--- config.mk ---
export PLATFORM = sky130hd
export DESIGN_NAME = lottery_arbiter_flat
export DESIGN_NICKNAME = d
export VERILOG_FILES = /design/src/rtl/lottery_arbiter_pkg.sv /design/src/rtl/lottery_arbiter_if.sv /design/src/rtl/lottery_arbiter_pick.sv /design/src/rtl/lottery_arbiter.sv /design/src/flat_wrapper.sv
export SDC_FILE = /design/constraint.sdc
export NUM_CORES = 1
export LEC_CHECK = 0
export ABC_AREA = 0
export CAP_MARGIN = 20
export CORE_MARGIN = 2
export CORE_UTILIZATION = 49
export DETAILED_ROUTE_END_ITERATION = 12
export PLACE_DENSITY_LB_ADDON = 0.3
export SKIP_CTS_REPAIR_TIMING = 1
export SYNTH_ARGS = -nofsm -noshare
export SYNTH_HDL_FRONTEND = slang
export SYNTH_SLANG_ARGS = --single-unit
--- constraint.sdc ---
create_clock -name clk -period 6.8 [get_ports clk]
set_input_delay 1.36 -clock clk [delete_from_list [all_inputs] [get_ports clk]]
set_output_delay 1.36 -clock clk [all_outputs]
set_load 0.02 [all_outputs]
--- src/rtl/lottery_arbiter_pkg.sv ---
// ahb_arb_pkg: shared constants, FSM encoding and one-hot decode for the lottery arbiter
package ahb_arb_pkg;
   localparam int NUM_MASTERS = 4;
   localparam int MIDX_W = 2;
   localparam int TICKET_W = 4;
   typedef enum logic {PARK, OWN} state_e;
   function automatic logic [MIDX_W-1:0] oh2idx(input logic [NUM_MASTERS-1:0] oh);
      oh2idx = '0;
      for (int i = 0; i < NUM_MASTERS; i++) if (oh[i]) oh2idx = MIDX_W'(i);
   endfunction
endpackage

--- src/rtl/lottery_arbiter_if.sv ---
// lottery_arbiter_if: AHB request/ticket/grant bundle between bus masters and the arbiter
interface lottery_arbiter_if #(parameter int TICKET_W = ahb_arb_pkg::TICKET_W);
   logic [3:0] hbusreq;
   logic [3:0] hlock;
   logic hready;
   logic [TICKET_W-1:0] t0, t1, t2, t3;
   logic [3:0] hgrant;
   logic [1:0] hmaster;
   logic hmastlock;
   modport master (output hbusreq, hlock, hready, t0, t1, t2, t3, input hgrant, hmaster, hmastlock);
   modport slave (input hbusreq, hlock, hready, t0, t1, t2, t3, output hgrant, hmaster, hmastlock);
endinterface

--- src/rtl/lottery_arbiter_pick.sv ---
// lottery_pick: highest ticket among requesters; ties go to the first found scanning from rr_ptr
module lottery_pick #(parameter int TICKET_W = 4) (
   input  logic [3:0]          i_req,
   input  logic [TICKET_W-1:0] i_t0,
   input  logic [TICKET_W-1:0] i_t1,
   input  logic [TICKET_W-1:0] i_t2,
   input  logic [TICKET_W-1:0] i_t3,
   input  logic [1:0]          i_rr_ptr,
   output logic [1:0]          o_winner,
   output logic                o_valid
);
   logic [TICKET_W-1:0] w_t [4];
   logic [TICKET_W-1:0] w_best;
   logic [1:0] w_idx;
   assign w_t = '{i_t0, i_t1, i_t2, i_t3};
   // strict > keeps the earliest tied master in scan order
   always_comb begin
      o_winner = '0;
      o_valid = 1'b0;
      w_best = '0;
      w_idx = '0;
      for (int k = 0; k < 4; k++) begin
         w_idx = i_rr_ptr + 2'(k);
         if (i_req[w_idx] && (!o_valid || w_t[w_idx] > w_best)) begin
            o_valid = 1'b1;
            o_winner = w_idx;
            w_best = w_t[w_idx];
         end
      end
   end
endmodule

--- src/rtl/lottery_arbiter.sv ---
// lottery_arbiter: 4-master AHB arbiter driven by lottery tickets, with locking and a bus-hold limit
module lottery_arbiter #(
   parameter int TICKET_W = 4,
   parameter int MAX_HOLD = 16,
   parameter int DEFAULT_MASTER = 0
) (
   input logic clk,
   input logic reset,
   lottery_arbiter_if.slave bus
);
   import ahb_arb_pkg::*;
   localparam logic [7:0] HOLD_LIM = 8'(MAX_HOLD - 1);
   localparam logic [1:0] DM = 2'(DEFAULT_MASTER);
   state_e r_state, w_state;
   logic [3:0] r_grant, w_grant, w_req;
   logic [1:0] r_master, r_rr, w_rr, w_owner, w_winner;
   logic [7:0] r_hold, w_hold;
   logic r_mastlock, w_valid, w_others, w_keep;
   assign w_owner = oh2idx(r_grant);
   assign w_others = |(bus.hbusreq & ~r_grant);
   assign w_keep = (r_state == OWN) && (bus.hlock[w_owner] ||
                   (bus.hbusreq[w_owner] && (!w_others || r_hold < HOLD_LIM)));
   // a releasing or expired owner never re-wins against itself
   assign w_req = (r_state == OWN) ? bus.hbusreq & ~r_grant : bus.hbusreq;
   lottery_pick #(.TICKET_W(TICKET_W)) u_pick (
      .i_req(w_req),
      .i_t0(bus.t0),
      .i_t1(bus.t1),
      .i_t2(bus.t2),
      .i_t3(bus.t3),
      .i_rr_ptr(r_rr),
      .o_winner(w_winner),
      .o_valid(w_valid)
   );
   always_comb begin
      w_state = r_state;
      w_grant = r_grant;
      w_rr = r_rr;
      w_hold = r_hold;
      if (w_keep) begin
         w_hold = (w_others && r_hold < HOLD_LIM) ? r_hold + 8'd1 : r_hold;
      end else if (w_valid) begin
         w_state = OWN;
         w_grant = 4'b1 << w_winner;
         w_rr = w_winner + 2'd1;
         w_hold = '0;
      end else begin
         w_state = PARK;
         w_grant = 4'b1 << DM;
         w_hold = '0;
      end
   end
   always_ff @(posedge clk) begin
      if (reset) begin
         r_state <= PARK;
         r_grant <= 4'b1 << DM;
         r_master <= DM;
         r_mastlock <= 1'b0;
         r_rr <= '0;
         r_hold <= '0;
      end else if (bus.hready) begin
         r_state <= w_state;
         r_grant <= w_grant;
         r_rr <= w_rr;
         r_hold <= w_hold;
         r_master <= w_owner;
         r_mastlock <= bus.hlock[w_owner];
      end
   end
   assign bus.hgrant = r_grant;
   assign bus.hmaster = r_master;
   assign bus.hmastlock = r_mastlock;
endmodule

--- src/flat_wrapper.sv ---
// flat-port wrapper written by rule: the top's interface ports become plain ports
module lottery_arbiter_flat import ahb_arb_pkg::*;
#(
   parameter int TICKET_W = 4,
   parameter int MAX_HOLD = 16,
   parameter int DEFAULT_MASTER = 0
)
  (clk, reset, bus_hbusreq, bus_hlock, bus_hready, bus_t0, bus_t1, bus_t2, bus_t3, bus_hgrant, bus_hmaster, bus_hmastlock);
  lottery_arbiter_if #(.TICKET_W(TICKET_W)) bus_i ();
  input logic clk;
  input logic reset;
  input wire logic [$bits(bus_i.hbusreq)-1:0] bus_hbusreq;
  input wire logic [$bits(bus_i.hlock)-1:0] bus_hlock;
  input wire logic [$bits(bus_i.hready)-1:0] bus_hready;
  input wire logic [$bits(bus_i.t0)-1:0] bus_t0;
  input wire logic [$bits(bus_i.t1)-1:0] bus_t1;
  input wire logic [$bits(bus_i.t2)-1:0] bus_t2;
  input wire logic [$bits(bus_i.t3)-1:0] bus_t3;
  output wire logic [$bits(bus_i.hgrant)-1:0] bus_hgrant;
  output wire logic [$bits(bus_i.hmaster)-1:0] bus_hmaster;
  output wire logic [$bits(bus_i.hmastlock)-1:0] bus_hmastlock;
  assign bus_i.hbusreq = bus_hbusreq;
  assign bus_i.hlock = bus_hlock;
  assign bus_i.hready = bus_hready;
  assign bus_i.t0 = bus_t0;
  assign bus_i.t1 = bus_t1;
  assign bus_i.t2 = bus_t2;
  assign bus_i.t3 = bus_t3;
  assign bus_hgrant = bus_i.hgrant;
  assign bus_hmaster = bus_i.hmaster;
  assign bus_hmastlock = bus_i.hmastlock;
  lottery_arbiter #(.TICKET_W(TICKET_W), .MAX_HOLD(MAX_HOLD), .DEFAULT_MASTER(DEFAULT_MASTER)) u_core (.clk(clk), .reset(reset), .bus(bus_i));
endmodule
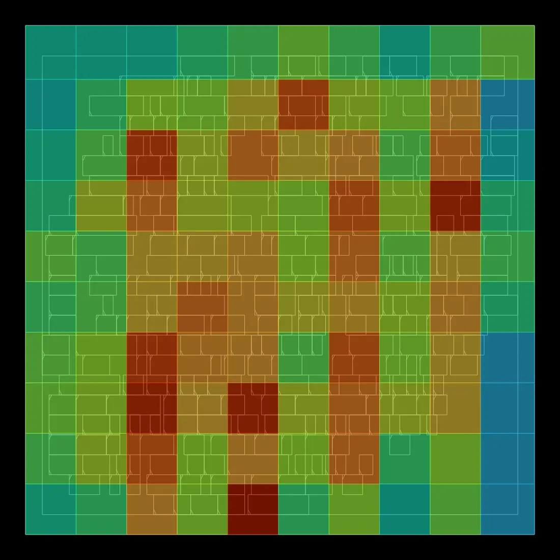
(routing congestion map)
DR WL/cell: 14.41 µm
met1 Use GR: 26.95%
met2 Usage GRT: 36.32%

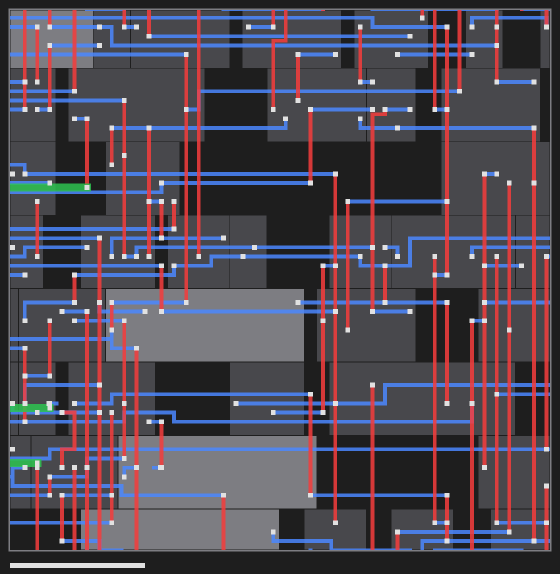
(layout detail)
Bar = 5 µm. Window x 42 to 62, y 42 to 62 µm. Cells in grey, sequential cells in the stronger grey; small squares are vias.
[M1] blue
[M3] green
[M2] red
netlist names of flops here include: u_core.bus.hgrant (3)
most frequent: nor2b_1 (5), nor2_1 (4)
sequential cells in the window: 3
cells with their middle in the window: 35

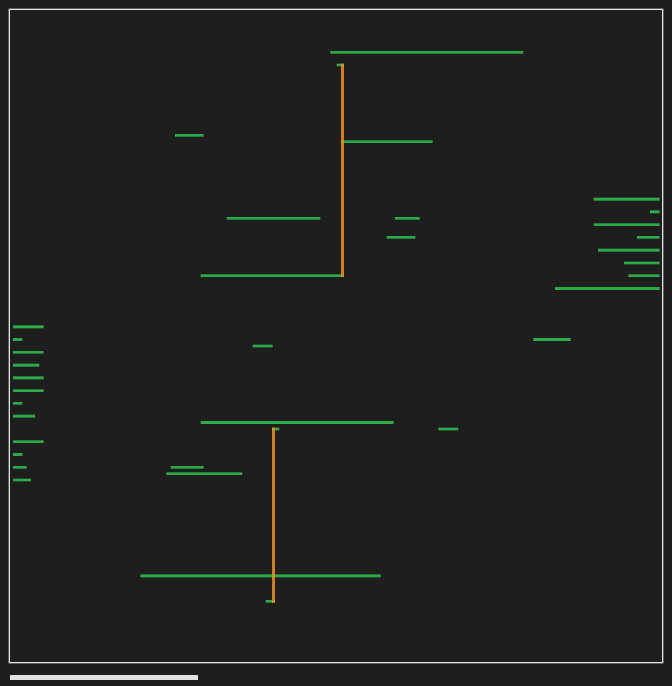
(metal layers overlaid)
Bar = 20 µm. Only two layers are drawn.
[M4] orange | wire length: 40.8 µm
[M3] green | wire length: 191 µm

==> changes_impl.md <==
### Metrics

- Status: finished, final reports clean
- Reg2reg path depth: 31
- Pint: 0.7563 mW
- Sequential cell area: 360.3 µm²
- Pwr Total: 1.407 mW
- Nonclk buf count: 60
- Dominant logic cell type in the layout: nor2_1
- WP data required: about 6.9 ns
- Clock group power: 0.0747 mW
- Worst setup margin: 0.2657 ns
- Buf/Inv on CP: 4
- Initial antenna violation count: 0
- Log Warnings: 29
- Final instance area: around 0.0028 mm²
- Core Region: 0.004058 mm²
- Tap cells: 50
- Ys flops: 18
- Hold violation total from the final report: 0
- Worst-path fanout max: 6
- Initial DRT Pass Iterations: 4
- IO Count: 34
- Max-cap violations: 0
- Flop share of the area: approximately an eighth
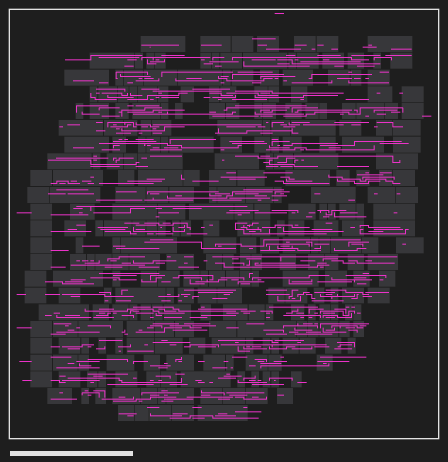
(the metal 1 layer)
Bar = 20 µm. Cells faint in the background.
main direction: horizontal
wire length on this layer: 2390 µm
share of all routed wire: 48%

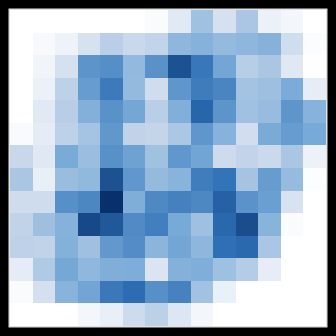
(signal metal coverage by tile)
The die is cut into 14 by 14 equal tiles; white is low, dark blue is high, scaled to the fullest tile. Values are wire area over tile area, all layers added.
fullest tile: 0.47
tiles over half the peak: 28%
mean over tiles: 0.16
nearly empty tiles: 16%
via count: 2016
DRT Wirelength: 5002 µm

per-stage QoR:
stage          util (%)  setup TNS [ns]
2_1_floorplan         -               0
3_3_place_gp      63.80          -1.690
3_5_place_dp      63.80          -2.945
4_1_cts           64.82          -1.405
5_1_grt           68.55       -0.004997
6_report          68.55               0
synthesized netlist by cell type, drive strengths merged, types with 3 or more instances:
library cell  count
ha               17
a221oi            3
mux4              6
dfxtp            18
inv              11
o21ai            11
a22o              3
a21boi            4
nor3              5
a211oi           10
a21oi            12
nand2b            4
mux2i            17
buf               7
nand3             3
and2              3
nand4             3
clkbuf            5
o32a              3
nor2             30
nor2b             7
a21o              3
nand2            19
mux2              8
o21a              5
kinds of logic after synthesis:
kind of cell	share of synthesized area [%]
AND/OR/NAND/NOR	19.68
multiplexers	19.38
adder cells (fa/ha/maj)	10.14
XOR/XNOR	0.8350
flip-flops	17.17
AND-OR/OR-AND	27.97
buffers and inverters	4.829
registers in the layout, summed over array words and instances, names as in the netlist:
name,count
u_core.bus.hgrant,4
u_core.bus.hmaster,2
u_core.bus.hmastlock,1
u_core.r_hold,8
u_core.r_rr,2
u_core.r_state,1
metal layers:
metal  share of wire, %  GRT usage [%]
met1                 48          26.95
met2                 48          36.32
met3                3.8          3.634
met4               0.80          3.922
met5                  0              0
final timing paths:
| check | startpoint | end | slack, ns |
|---|---|---|---|
| hold reg to reg | u_core.bus.hmastlock | u_core.bus.hmastlock | 0.48 |
| setup / recovery | bus_hbusreq[3] | u_core.r_rr[1] | 0.27 |
| setup reg to reg | u_core.r_state | u_core.r_rr[1] | 0.96 |
| hold / removal | u_core.bus.hmastlock | u_core.bus.hmastlock | 0.48 |
No activity file was given, so power comes from the tool's default toggle rates.
